`src/rtl/array_8_ofm_drain_if.sv`:
```
// Bus between the systolic array column outputs, the drain block and the row consumer.
// The slave modport is the drain's view of the bus; the master modport is the array/consumer view.
interface array_8_ofm_drain_if #(
  parameter int WIDTH  = 8,
  parameter int OWIDTH = 24,
  parameter int QWIDTH = 16
);
  logic [WIDTH-1:0]         col_vld;
  logic signed [OWIDTH-1:0] ofm [WIDTH];
  logic                     clr_err;
  logic                     out_vld;
  logic                     out_rdy;
  logic signed [QWIDTH-1:0] out_data [WIDTH];
  logic                     busy;
  logic                     ovf_err;
  logic                     dup_err;

  modport master (
    output col_vld, ofm, clr_err, out_rdy,
    input  out_vld, out_data, busy, ovf_err, dup_err
  );

  modport slave (
    input  col_vld, ofm, clr_err, out_rdy,
    output out_vld, out_data, busy, ovf_err, dup_err
  );
endinterface

```
`src/rtl/array_8_ofm_drain.sv`:
```
// Collects skewed per-column array results, quantizes them, assembles complete rows
// and buffers those rows in a small FIFO in front of a valid/ready consumer.
module array_8_ofm_drain #(
  parameter int WIDTH  = 8,
  parameter int OWIDTH = 24,
  parameter int QWIDTH = 16,
  parameter int SHIFT  = 8,
  parameter int DEPTH  = 2
) (
  input  logic                 clk,
  input  logic                 rst_n,
  array_8_ofm_drain_if.slave   bus
);
  localparam int PW = $clog2(DEPTH);
  localparam int CW = $clog2(DEPTH + 1);
  localparam logic signed [OWIDTH-1:0] QMAX = OWIDTH'((1 << (QWIDTH - 1)) - 1);
  localparam logic signed [OWIDTH-1:0] QMIN = ~QMAX;

  typedef logic [WIDTH-1:0][QWIDTH-1:0] row_t;

  logic [QWIDTH-1:0] qv [WIDTH];
  row_t              asm_q, asm_d, new_row;
  row_t              head_q, head_d;
  row_t              mem_q [DEPTH];
  logic [WIDTH-1:0]  filled_q, filled_d;
  logic [PW-1:0]     wr_ptr_q, wr_ptr_d, rd_ptr_q, rd_ptr_d;
  logic [CW-1:0]     count_q, count_d;
  logic              ovf_q, ovf_d, dup_q, dup_d;
  logic              complete, full, pop, push_ok, ovf_set, dup_set;

  // Quantize at capture: arithmetic shift, then clamp into the signed QWIDTH range.
  for (genvar gi = 0; gi < WIDTH; gi++) begin : g_quant
    logic signed [OWIDTH-1:0] shifted;
    assign shifted = bus.ofm[gi] >>> SHIFT;
    assign qv[gi]  = (shifted > QMAX) ? QMAX[QWIDTH-1:0] :
                     (shifted < QMIN) ? QMIN[QWIDTH-1:0] : shifted[QWIDTH-1:0];
  end

  always_comb begin
    new_row  = asm_q;
    for (int w = 0; w < WIDTH; w++) begin
      if (bus.col_vld[w]) new_row[w] = qv[w];
    end
    asm_d    = new_row;
    complete = &(filled_q | bus.col_vld);
    filled_d = complete ? '0 : (filled_q | bus.col_vld);
    dup_set  = !complete && (|(bus.col_vld & filled_q));

    pop      = (count_q != '0) && bus.out_rdy;
    full     = (count_q == CW'(DEPTH));
    push_ok  = complete && (!full || pop);
    ovf_set  = complete && full && !pop;
    count_d  = count_q + CW'(push_ok) - CW'(pop);
    wr_ptr_d = wr_ptr_q + PW'(push_ok);
    rd_ptr_d = rd_ptr_q + PW'(pop);

    // The new head may be the row being written this very edge (empty FIFO, or one entry popping).
    head_d   = (push_ok && (wr_ptr_q == rd_ptr_d)) ? new_row : mem_q[rd_ptr_d];

    ovf_d    = ovf_set | (ovf_q & ~bus.clr_err);
    dup_d    = dup_set | (dup_q & ~bus.clr_err);
  end

  always_ff @(posedge clk) begin
    if (!rst_n) begin
      asm_q    <= '0;
      head_q   <= '0;
      filled_q <= '0;
      wr_ptr_q <= '0;
      rd_ptr_q <= '0;
      count_q  <= '0;
      ovf_q    <= 1'b0;
      dup_q    <= 1'b0;
    end else begin
      asm_q    <= asm_d;
      head_q   <= head_d;
      filled_q <= filled_d;
      wr_ptr_q <= wr_ptr_d;
      rd_ptr_q <= rd_ptr_d;
      count_q  <= count_d;
      ovf_q    <= ovf_d;
      dup_q    <= dup_d;
    end
  end

  always_ff @(posedge clk) begin
    if (rst_n && push_ok) mem_q[wr_ptr_q] <= new_row;
  end

  assign bus.out_vld = (count_q != '0);
  assign bus.busy    = (filled_q != '0) || (count_q != '0);
  assign bus.ovf_err = ovf_q;
  assign bus.dup_err = dup_q;

  for (genvar gi = 0; gi < WIDTH; gi++) begin : g_out
    assign bus.out_data[gi] = head_q[gi];
  end
endmodule

```
`src/flat_wrapper.sv`:
```
// flat-port wrapper written by rule: the top's interface ports become plain ports
module array_8_ofm_drain_flat 
#(
  parameter int WIDTH  = 8,
  parameter int OWIDTH = 24,
  parameter int QWIDTH = 16,
  parameter int SHIFT  = 8,
  parameter int DEPTH  = 2
)
  (clk, rst_n, bus_col_vld, bus_ofm, bus_clr_err, bus_out_rdy, bus_out_vld, bus_out_data, bus_busy, bus_ovf_err, bus_dup_err);
  array_8_ofm_drain_if #(.WIDTH(WIDTH), .OWIDTH(OWIDTH), .QWIDTH(QWIDTH)) bus_i ();
  input  logic clk;
  input  logic rst_n;
  input wire logic [$bits(bus_i.col_vld)-1:0] bus_col_vld;
  input wire logic [$bits(bus_i.ofm)-1:0] bus_ofm;
  input wire logic [$bits(bus_i.clr_err)-1:0] bus_clr_err;
  input wire logic [$bits(bus_i.out_rdy)-1:0] bus_out_rdy;
  output wire logic [$bits(bus_i.out_vld)-1:0] bus_out_vld;
  output wire logic [$bits(bus_i.out_data)-1:0] bus_out_data;
  output wire logic [$bits(bus_i.busy)-1:0] bus_busy;
  output wire logic [$bits(bus_i.ovf_err)-1:0] bus_ovf_err;
  output wire logic [$bits(bus_i.dup_err)-1:0] bus_dup_err;
  assign bus_i.col_vld = bus_col_vld;
  assign bus_i.ofm = {>>{bus_ofm}};
  assign bus_i.clr_err = bus_clr_err;
  assign bus_i.out_rdy = bus_out_rdy;
  assign bus_out_vld = bus_i.out_vld;
  assign bus_out_data = {>>{bus_i.out_data}};
  assign bus_busy = bus_i.busy;
  assign bus_ovf_err = bus_i.ovf_err;
  assign bus_dup_err = bus_i.dup_err;
  array_8_ofm_drain #(.WIDTH(WIDTH), .OWIDTH(OWIDTH), .QWIDTH(QWIDTH), .SHIFT(SHIFT), .DEPTH(DEPTH)) u_core (.clk(clk), .rst_n(rst_n), .bus(bus_i));
endmodule
```
`config.mk`:
```
export PLATFORM = sky130hd
export DESIGN_NAME = array_8_ofm_drain_flat
export DESIGN_NICKNAME = d
export VERILOG_FILES = /design/src/rtl/array_8_ofm_drain_if.sv /design/src/rtl/array_8_ofm_drain.sv /design/src/flat_wrapper.sv
export SDC_FILE = /design/constraint.sdc
export NUM_CORES = 1
export LEC_CHECK = 0
export CORE_ASPECT_RATIO = 1.5
export CORE_UTILIZATION = 68
export DETAILED_ROUTE_END_ITERATION = 6
export DONT_BUFFER_PORTS = 1
export PLACE_DENSITY_LB_ADDON = 0.15
export SLEW_MARGIN = 30
export SYNTH_ARGS = -nofsm -noshare
export SYNTH_HDL_FRONTEND = slang
export SYNTH_SLANG_ARGS = --single-unit
```
`constraint.sdc`:
```
create_clock -name clk -period 21.7 [get_ports clk]
set_input_delay 2.17 -clock clk [delete_from_list [all_inputs] [get_ports clk]]
set_output_delay 2.17 -clock clk [all_outputs]
set_load 0.01 [all_outputs]
```
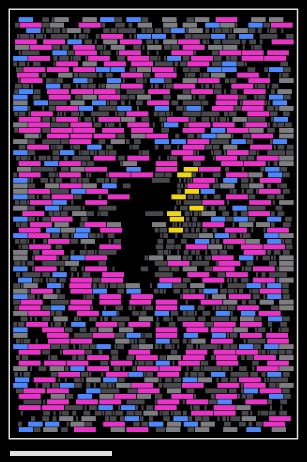
Figure 1: where the registers sit.
Bar = 50 um.
Key: blue = u_core.asm_q [flops 128, where all over the die]; magenta = u_core.mem_q [flops 256, where all over the die]; yellow = u_core.filled_q [flops 8, where middle]
Another 134 sequential cells are not colored.

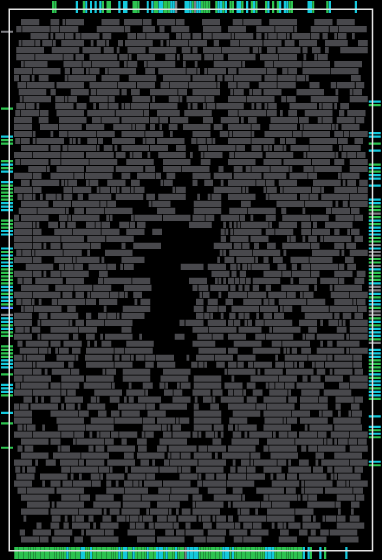
Figure 2: pin map.
Pins as bars across the die edge, other pins in gray.
Key: blue = rst_n [pins 1, direction input, edge left]; cyan = bus_out_data [pins 128, direction output, edge 36 right, 34 top, 31 bottom, 27 left]; green = bus_ofm [pins 192, direction input, edge 96 bottom, 33 left, 33 top, 30 right]
All pins by edge: 128 bottom, 76 right, 69 top, 63 left.

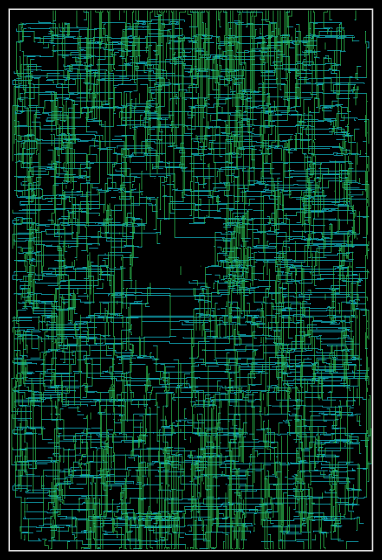
Figure 3: metal layers overlaid.
Only two layers are drawn.
Key: green = M2 [wire length 17800 um]; cyan = M1 [wire length 13800 um]

==> metal layers <==
layer | share of wire, % | routed length (um) | GRT usage [%] | vias up
li1 | - | - | - | 4768
met1 | 39 | 13800 | 28.2 | 4892
met2 | 51 | 17800 | 40.8 | 252
met3 | 7.2 | 2520 | 7.38 | 58
met4 | 2.9 | 1000 | 9.11 | 0
met5 | 0 | 0 | 0 | -
==> cells in the mapped netlist <==
master    count  area share (%)
nand2_1     129             2.5
or2_2         1           0.032
nand2b_1      1           0.032
a22o_1        1           0.045
buf_6        16            0.92
a31oi_1       1           0.032
nor2_1       16            0.31
buf_2        12            0.31
nor3_1        1           0.025
nor3b_1       1           0.038
edfxtp_1    256              39
nor4_4        1            0.11
a22oi_1       2           0.076
o22ai_1       2           0.064
nor2_2        1           0.032
nor2b_1     132             4.2
and2_1        3           0.096
a221oi_1      1           0.045
nand3b_1      1           0.038
mux2i_1     256              13
buf_1        18            0.34
or4_4         1           0.057
mux2_2      128             7.3
ha_1          2            0.13
a21oi_1       1           0.025
nor4_1        2           0.064
xnor2_1       3            0.13
dfxtp_1     270              28
clkbuf_1     27            0.52
and3_1        1           0.032
inv_1       130             2.5
nand3_2       1           0.051
xor2_1        2           0.089
buf_4         1           0.038
o21a_1        2           0.076
==> critical path, delay by kind of cell <==
kind / cells / cell delay (ps)
and+or+nand+nor: 5 / 1290
buffers and inverters: 2 / 1280
==> where the power goes <==
group,switching (uW),internal [uW],leakage [uW]
combinational,170,184,0.00418
clock,341,485,0.000769
sequential,63.2,1120,0.00457
==> registers in the layout, summed over array words and instances (netlist names) <==
signal               cells
u_core.mem_q           256
u_core.count_q           2
u_core.bus.ovf_err       1
u_core.asm_q           128
u_core.wr_ptr_q          1
u_core.filled_q          8
u_core.bus.dup_err       1
u_core.rd_ptr_q          1
u_core.bus.out_data    128
==> notes.md <==
flow finished, numbers: Non-clock buffering overhead=0.411%, floorplan net count=1629, GRT Overall Usage=23.9%, hold_sp=u_core.filled_q[2]$_SDFF_PP0_, number of global-route vias before repair=10200, Final Non-Filler Cells=1789, CP Launch Type=input port, Setup Total Neg Slack=0 ps, Reg2Reg Depth=7, # resized after CTS=0, Init Core Util=69.7%, GR Overflow Total=0, Max VDD drop=0.0942 mV, aoi share=0.363%, Dominant comb cell=multiplexers, Setup WS pre-CTS=16090 ps, Log Warnings=93, Comb/total area=26.5%, Post-Synthesis Mean Instance Area=13.8 um^2, Max clock buf depth=3, Leakage Power=0.00952 uW, most numerous logic cell after layout=dfxtp_1, Final #Nets=1610, Final Util=75.8%, ClkCell Share=7.34%, Tightest Hold Check Type=flip-flop to flip-flop, status=completed, die width=141 um, Setup Viol. Count Final=0, multi-input combinational cell count=693, YS warnings=0, Power Density=111 mW/mm^2, wire per inst=19.6 um, GP Congestion=0.740, total power=2360 uW, RSZ-0062 raised after global routing=no, CTS tree=built, worst setup path endpoint=u_core.mem_q[0][70]$_DFFE_PP_, CTS H-tree lvls=2, Worst Max-Slew Pin Slew=965 ps, flop2flop setup slack=18170 ps, inverter count=130, RR Startpoint=u_core.filled_q[4]$_SDFF_PP0_, Crit Path Class=input port to flip-flop, footprint of the multi-input gates=0.00566 mm^2, FFs & Latches=526, Unique cell types=35, worst clock skew=18.1 ps, layout overhead on the synthesized area=8.68%, Final HPWL DP=20100 um, register share after synthesis=66.7%, Vias=9970, cell count after synthesis=1423, Post-Synth XOR/XNOR Area=0.223%, number of detailed-route iterations in the first pass=4, crit path DRT=21880 ps, Layout fillers=1770, CTS root buf=clkbuf_16, total wire length=35100 um, Simple Share, Synth=7.58%, Storage cell area=0.0131 mm^2, cts hold-fix bufs=0, Hold WS=516 ps, worst skew pair latency=560 ps, adder share=0.127%, slowest cell on the critical path=buf_4, row cnt=75, worst path arrival time=4930 ps, Placed Instances=1702, final slew viol count=0, count of input and output buffers=0, first-pass GRT wire length=54200 um, diode count=2, Crit. End Element=flip-flop, share of cells above drive strength 1=15.0%, Top cells excl fill/tap=270 x dfxtp_1, 256 x mux2i_1, 256 x edfxtp_1, clock slew at reported path FFs=60 ps
Power is estimated from default activity; no workload was simulated.
